==> config.mk <==
export PLATFORM = sky130hd
export DESIGN_NAME = page_table_walker
export DESIGN_NICKNAME = d
export VERILOG_FILES = /design/src/rtl/page_table_walker.sv
export SDC_FILE = /design/constraint.sdc
export NUM_CORES = 1
export LEC_CHECK = 0
export CORE_MARGIN = 3
export CORE_UTILIZATION = 25
export DETAILED_ROUTE_END_ITERATION = 12
export SETUP_SLACK_MARGIN = 0.4
export SYNTH_ARGS = -nofsm -noshare
export SYNTH_HDL_FRONTEND = slang
export SYNTH_SLANG_ARGS = --single-unit
==> constraint.sdc <==
create_clock -name clk -period 3.1 [get_ports clk]
set_input_delay 0.775 -clock clk [delete_from_list [all_inputs] [get_ports clk]]
set_output_delay 0.775 -clock clk [all_outputs]
set_load 0.005 [all_outputs]
==> images/layer_met1.png <==
The bar under the picture is 20 µm long. Supply wires on this layer in gray.
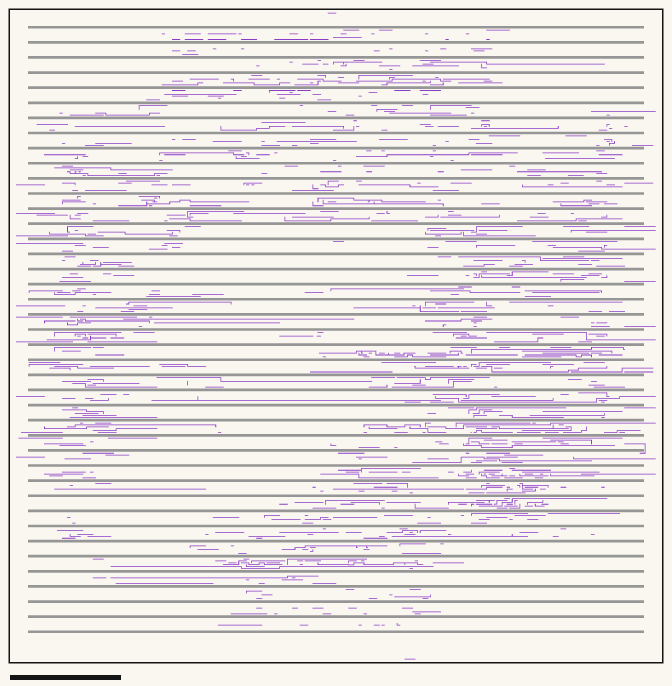
longest straight run = 52.0 µm
nets with wire on the layer = 423
share of all routed wire = 43%
wire length on this layer = 4050 µm
DR vias: 2645
Routed WL: 9.39 mm
met1 Use GR: 0.165

==> images/layer_met2.png <==
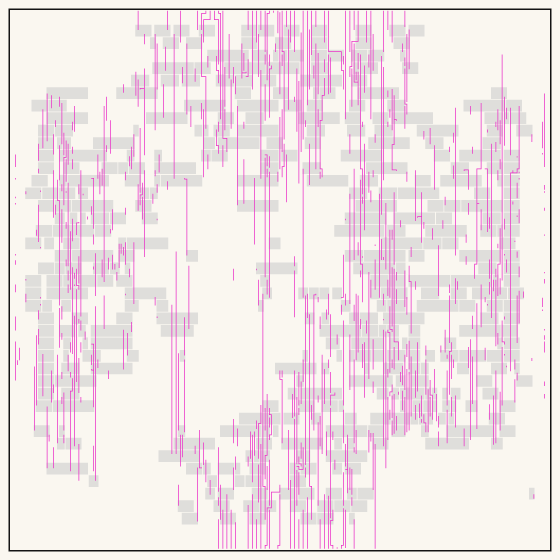
nets with wire on the layer = 434
wire length on this layer = 4560 µm
main direction = vertical
longest straight run = 49.0 µm
share of all routed wire = 49%
GRT met2 Usage: 0.223

==> images/layer_met3.png <==
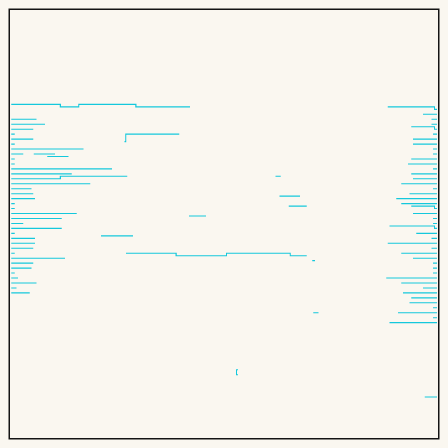
share of all routed wire = 7.3%
main direction = horizontal
wire length on this layer = 688 µm
Global Route met3 Usage: 0.0492

==> images/layer_met4.png <==
The bar under the picture is 20 µm long. Supply wires on this layer in gray.
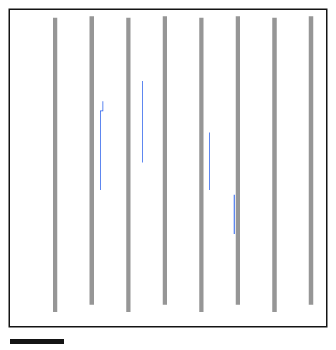
main direction = vertical
share of all routed wire = 1.1%
nets with wire on the layer = 3
wire length on this layer = 98.8 µm
longest straight run = 29.9 µm

==> run summary <==
yosys + openroad results -> WL met1 4.05 mm, library cells used by synthesis 33, Core ar. 12100 µm², Simple-Gate Fraction of Synth Area 0.142, DP Worst Slack 0.166 ns, Cell Count, Final, Fillers Out 598, hold depth 1, Max power group combinational logic, Ant. Diodes 0, grt peak-use layer met2, Worst Path Max Fanout 11, Commonest cells post-synth 63 x dfrtp_1, 30 x mux2i_1, 26 x nand2_1, unrepaired setup endpoints after global routing false, vias in the first global route roughly 2.7k, Top logic family multiplexers, Post-synth top flop dfrtp_1, total sequential power 1.54 mW, final worst path period share 0.846, Final Slew Violations 0, FP Util 0.257, DR WL met3 about 690 µm, Hold Buf Count CTS 0, Synth top cell by count dfrtp_1, global-route wire length before repair approximately 15 mm, MaxCap Viol Count 0, number of enable flip-flop cells 0, DP Wirelength around 6.9 mm, DRC Markers 0, total number of sequential cells 63, placed cell areas 4710 µm², combinational gate power 1.86 mW, Non-clock buffers, area share 0.306, Worst path depth 4, Fill cells around 1.2k, initial antenna violation count 0, Async S/R FF share, synth 1.00, fin worst setup slack 0.478 ns, Comb/total area 0.278, Final Core Density 0.420, Die Wd approximately 120 µm, Synth Area in Compound Gates 0.0953, r2r setup slk 0.93 ns, outcome finished clean, CTS sink cnt 63, Area growth syn-to-layout 63.5%, fraction of area in registers 0.312, routed vias/inst about 4.4, cell area after layout 5070 µm², layout clock buffer count 9, TritonCTS clock tree done, row count 40, CTS resizes 4, Final min period about 2.6 ns, worst path bufs/invs 2, Max transition margin 0.615, Hold Worst Slack 0.488 ns, crit path kind flop to output port, worst-path cell chain buf_4 > mux2i_1 > nor2_1 > clkdlybuf4s50_1, Worst-path clk slew 0.06 ns, Worst R2R Path Depth 6, # H-tree levels 3, first-pass detailed-route iteration total 4, P_clk 1.01 mW, Signal buffers 156, most frequent cells in the layout 141 x clkdlybuf4s50_1, 60 x dfrtp_1, 30 x mux2i_1, Static Leak 1.98 nW, Hold Path Class flop to flop, synth warn 0, Max Fclk 381 MHz, WL per Instance 15.7 µm, Syn Area/Cell 11.1 µm², clk_lat worst skew between 0.3 and 0.4 ns, yosys cell count approximately 280, Layout Skew about 0.0065 ns, antenna-violating nets left 0, Synth area leaders dfrtp_1 51%, mux2i_1 9.7%, mux2_2 9.1%, Top Ports 154, Slew @ Worst Pin between 0.5 and 0.6 ns, final net count 503, Multi-input gate area 1410 µm², CP Launch Type flop, Clock buf/inv share 0.0588, XOR/XNOR Area Share 0, largest net degree at the start of global routing 41, critical path arrival around 1.9 ns, Inverters, non-clock 4, OpenROAD warnings 36, Worst EP required between 2 and 2.5 ns, starting DRC count in detailed routing ~85, Top Layer Used met4, maximum vdd drop 0.000314 V, total global routing overflow 0, Critical Path Sink Type output port, internal power 3.08 mW, Flop area ~1600 µm², combinational fraction of design power 0.423, Sw Share 0.301, Post-CTS Setup Inserts 2, n_taps 168, register share after synthesis 0.509, CP top delay family buffers and inverters, Top cell area share 0.509, placed insts 577, switching power 1.33 mW, GPL Wtd Cong 0.769, die area 13800 µm², Hold Fails Final Rpt 0
Power and IR drop assume default switching activity.
